File: config.mk
export PLATFORM = sky130hd
export DESIGN_NAME = varredura_matriz_leds
export DESIGN_NICKNAME = d
export VERILOG_FILES = /design/src/rtl/varredura_matriz_leds_pkg.sv /design/src/rtl/varredura_matriz_leds_gerador_tick.sv /design/src/rtl/varredura_matriz_leds.sv
export SDC_FILE = /design/constraint.sdc
export NUM_CORES = 1
export LEC_CHECK = 0
export ABC_AREA = 1
export ABC_CLOCK_PERIOD_IN_PS = 2700
export CORE_MARGIN = 5
export CORE_UTILIZATION = 45
export DETAILED_ROUTE_END_ITERATION = 10
export GPL_TIMING_DRIVEN = 0
export PLACE_DENSITY = 0.68
export SYNTH_ARGS = -nofsm -noshare
export SYNTH_HDL_FRONTEND = slang
export SYNTH_SLANG_ARGS = --single-unit
File: constraint.sdc
create_clock -name clock -period 2.7 [get_ports clock]
set_input_delay 0.27 -clock clock [delete_from_list [all_inputs] [get_ports clock]]
set_output_delay 0.27 -clock clock [all_outputs]
set_load 0.05 [all_outputs]
File: src/rtl/varredura_matriz_leds_pkg.sv
// Shared constants for the LED matrix scanner.
// Contents:
//   NUM_COLUNAS / NUM_LINHAS  - physical matrix geometry (5 columns x 7 rows)
//   OCIOSO / CARGA / VARRE    - scanner FSM state encoding
//   COLUNAS_APAGADAS          - column drive with every column deselected (active-low)
//   LINHAS_APAGADAS           - row drive with every row off
package varredura_matriz_leds_pkg;

    localparam int unsigned NUM_COLUNAS = 5;
    localparam int unsigned NUM_LINHAS  = 7;

    localparam logic [1:0] OCIOSO = 2'd0;
    localparam logic [1:0] CARGA  = 2'd1;
    localparam logic [1:0] VARRE  = 2'd2;

    localparam logic [NUM_COLUNAS-1:0] COLUNAS_APAGADAS = '1;
    localparam logic [NUM_LINHAS-1:0]  LINHAS_APAGADAS  = '0;

endpackage

File: src/rtl/varredura_matriz_leds_gerador_tick.sv
// Modulo-DIV free-running counter producing a one-cycle tick.
// Ports:
//   clock  - system clock
//   reset  - synchronous active-high reset (counter to 0)
//   clear  - synchronous clear (counter to 0), same priority as reset
//   enable - counter advances only while high
//   tick   - high on the cycle the counter equals DIV-1 while enabled
module gerador_tick #(
    parameter int unsigned DIV = 50000
) (
    input  logic clock,
    input  logic reset,
    input  logic clear,
    input  logic enable,
    output logic tick
);

    localparam int unsigned W = (DIV > 1) ? $clog2(DIV) : 1;
    localparam logic [W-1:0] ULTIMO = W'(DIV - 1);

    logic [W-1:0] contador;

    assign tick = enable && (contador == ULTIMO);

    always_ff @(posedge clock) begin
        if (reset || clear) begin
            contador <= '0;
        end else if (enable) begin
            if (contador == ULTIMO) begin
                contador <= '0;
            end else begin
                contador <= contador + 1'b1;
            end
        end
    end

endmodule

File: src/rtl/varredura_matriz_leds.sv
// Time-multiplexed 5x7 LED matrix scanner with per-frame snapshot and blinking cursor.
// Ports:
//   clock, reset              - system clock, synchronous active-high reset
//   enable                    - display on; low blanks outputs and parks the scanner
//   matriz0..matriz4          - column words (bit r = row r lit), sampled once per frame
//   coordColuna, coordLinha   - cursor position, sampled live
//   cursor_en                 - enables the blinking cursor overlay
//   colunas                   - one-hot active-low column drive (registered)
//   linhas                    - active-high row drive (registered)
//   frame_start               - one-cycle pulse when a new snapshot is taken
module varredura_matriz_leds
    import varredura_matriz_leds_pkg::*;
#(
    parameter int unsigned DIV          = 50000,
    parameter int unsigned BLINK_FRAMES = 25
) (
    input  logic                   clock,
    input  logic                   reset,
    input  logic                   enable,
    input  logic [NUM_LINHAS-1:0]  matriz0,
    input  logic [NUM_LINHAS-1:0]  matriz1,
    input  logic [NUM_LINHAS-1:0]  matriz2,
    input  logic [NUM_LINHAS-1:0]  matriz3,
    input  logic [NUM_LINHAS-1:0]  matriz4,
    input  logic [2:0]             coordColuna,
    input  logic [2:0]             coordLinha,
    input  logic                   cursor_en,
    output logic [NUM_COLUNAS-1:0] colunas,
    output logic [NUM_LINHAS-1:0]  linhas,
    output logic                   frame_start
);

    localparam logic [7:0] BLINK_ULTIMO = 8'(BLINK_FRAMES - 1);

    logic [1:0]            estado;
    logic [1:0]            estado_prox;
    logic [2:0]            col_idx;
    logic [NUM_LINHAS-1:0] buffer [NUM_COLUNAS];
    logic [7:0]            blink_cnt;
    logic                  blink_phase;
    logic                  tick;
    logic                  tick_en;
    logic                  tick_clear;
    logic                  fim_quadro;
    logic [NUM_LINHAS-1:0] cursor_mask;

    // The tick counter only runs while actively scanning; any other state
    // (or a dropping enable) holds it at zero so each column gets a full dwell.
    assign tick_en    = enable && (estado == VARRE);
    assign tick_clear = !tick_en;
    assign fim_quadro = tick && (col_idx == 3'd4);

    gerador_tick #(
        .DIV (DIV)
    ) u_gerador_tick (
        .clock  (clock),
        .reset  (reset),
        .clear  (tick_clear),
        .enable (tick_en),
        .tick   (tick)
    );

    always_comb begin
        estado_prox = estado;
        case (estado)
            OCIOSO:  if (enable) estado_prox = CARGA;
            CARGA:   estado_prox = VARRE;
            VARRE:   estado_prox = VARRE;
            default: estado_prox = OCIOSO;
        endcase
        if (!enable) begin
            estado_prox = OCIOSO;
        end
    end

    // Out-of-range coordinates simply never match, so they yield no overlay.
    always_comb begin
        cursor_mask = '0;
        if (cursor_en && blink_phase && (coordColuna == col_idx) &&
            (coordColuna <= 3'd4) && (coordLinha <= 3'd6)) begin
            cursor_mask = NUM_LINHAS'(1) << coordLinha;
        end
    end

    always_ff @(posedge clock) begin
        if (reset) begin
            estado      <= OCIOSO;
            col_idx     <= '0;
            blink_cnt   <= '0;
            blink_phase <= 1'b0;
            frame_start <= 1'b0;
            colunas     <= COLUNAS_APAGADAS;
            linhas      <= LINHAS_APAGADAS;
            for (int i = 0; i < NUM_COLUNAS; i++) begin
                buffer[i] <= '0;
            end
        end else begin
            estado      <= estado_prox;
            frame_start <= 1'b0;

            if (!enable || (estado == OCIOSO)) begin
                // Parked: a later re-enable restarts cleanly with blink cleared.
                col_idx     <= '0;
                blink_cnt   <= '0;
                blink_phase <= 1'b0;
            end else if (estado == CARGA) begin
                buffer      <= '{matriz0, matriz1, matriz2, matriz3, matriz4};
                col_idx     <= '0;
                frame_start <= 1'b1;
            end else if (tick) begin
                if (fim_quadro) begin
                    buffer      <= '{matriz0, matriz1, matriz2, matriz3, matriz4};
                    col_idx     <= '0;
                    frame_start <= 1'b1;
                    if (blink_cnt == BLINK_ULTIMO) begin
                        blink_cnt   <= '0;
                        blink_phase <= !blink_phase;
                    end else begin
                        blink_cnt <= blink_cnt + 1'b1;
                    end
                end else begin
                    col_idx <= col_idx + 1'b1;
                end
            end

            // Drive from the snapshot only; blank whenever not scanning.
            if (enable && (estado == VARRE)) begin
                colunas <= ~(NUM_COLUNAS'(1) << col_idx);
                linhas  <= buffer[col_idx] ^ cursor_mask;
            end else begin
                colunas <= COLUNAS_APAGADAS;
                linhas  <= LINHAS_APAGADAS;
            end
        end
    end

endmodule

gate_families.png
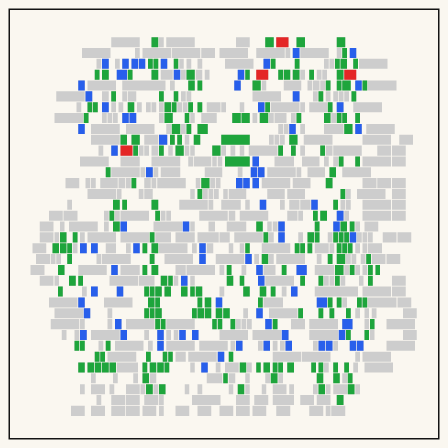
| family | color | cells | most used |
|---|---|---|---|
| inverting AOI/OAI gates | blue | 81 | a21oi_1 |
| NAND gates | green | 224 | nand2_1 |
| XOR/XNOR gates | red | 4 | xor2_1 |
Top cell excl fill/tap: nand2_1
post-layout instance count excluding filler cells: 841
combinational share of cell area: 40.7%

density.png
11 x 11 tiles, from white (low) to dark blue (high), 0 to 100% covered.
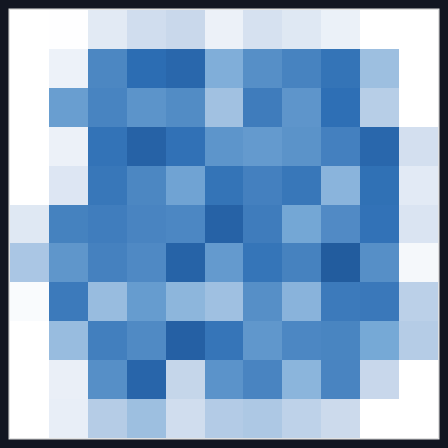
tiles over 75% full: 7.4%
mean over tiles: 44%
nearly empty tiles: 13%
densest ninth of the die: center
fullest tile: 83%

==> out/qor.csv <==
stage,metric,value,unit
global_routing,grt_max_degree,15,
worst_setup_path,r2r_start,col_idx[0]$_SDFFE_PP0P_,
logic_synthesis,synth.cell_area,4260,um2
cells_and_area,logic_area,2130,um2
final_timing,finalSetupViolations,0,
final_timing,slew_violations,0,
worst_setup_path,crit_type,register to register,
logic_synthesis,synthAoiAreaFrac,9.77,%
die,tap_cells,129,
global_routing,antenna_found_initial,0,
place,dpl.hpwl,7.69,mm
worst_setup_path,cpPeakStageDelay,0.42,ns
cells_and_area,fin_area,5220,um2
clocking,cts_hold_buf,0,
final_timing,setup_tns,0,ns
place,place_inst,825,
logic_synthesis,top_cells_by_count,"nand2_1, nor2_1, inv_1",
status,outcome,"finished, final reports clean",
cells_and_area,area_delta_synth_final,22.4,%
cells_and_area,regArea,1560,um2
cells_and_area,seq_cells,78,
worst_setup_path,rr_worst_depth,10,
global_routing,first_global_vias,3847,
logic_synthesis,synth_cell_type_count,32,
worst_setup_path,cp_slowest_cell,clkbuf_1,
logic_synthesis,ys_seq_share,36.6,%
clocking,cts_root_buffer,clkbuf_8,
final_congestion.png
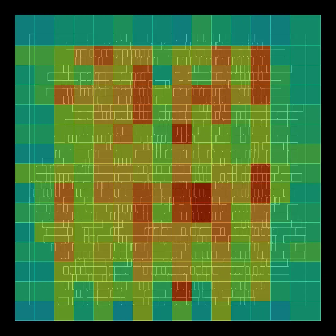
met1 track demand over resource: 24.9%
final core occ: 56.5%
routed len/inst: 12.1 um

metal_stack.png
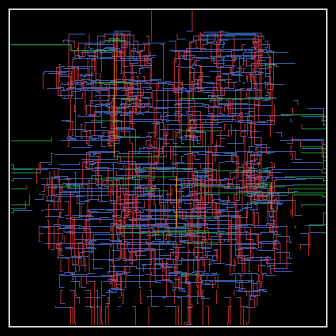
| layer | color | wire length |
|---|---|---|
| met2 | red | 4600 um |
| met3 | green | 644 um |
| met1 | blue | 4870 um |
| met4 | orange | 78.2 um |
Total GRT Usage: 18.5%
Via Count: 4104
Total Wirelength: 10.2 mm

## registers in the layout (all words and copies together), names as in the netlist
| register | flops |
|---|---|
| blink_cnt | 8 |
| blink_phase | 1 |
| buffer | 35 |
| col_idx | 3 |
| colunas | 5 |
| estado | 2 |
| frame_start | 1 |
| linhas | 7 |
| u_gerador_tick.contador | 16 |
## power breakdown
group / internal, mW / switching [mW] / total (mW) / leakage [nW]
Sequential: 1.16 / 0.00760 / 1.17 / 0.630
Combinational: 0.122 / 0.116 / 0.239 / 1.45
Clock: 0.523 / 0.453 / 0.976 / 0.109
## layer usage
metal | GRT usage (%) | vias to the layer above
met5 | 0 | -
met4 | 4.96 | 0
met3 | 4.26 | 9
met2 | 29.8 | 105
met1 | 24.9 | 1822
li1 | - | 2168
No activity file was given, so power comes from the tool's default toggle rates.
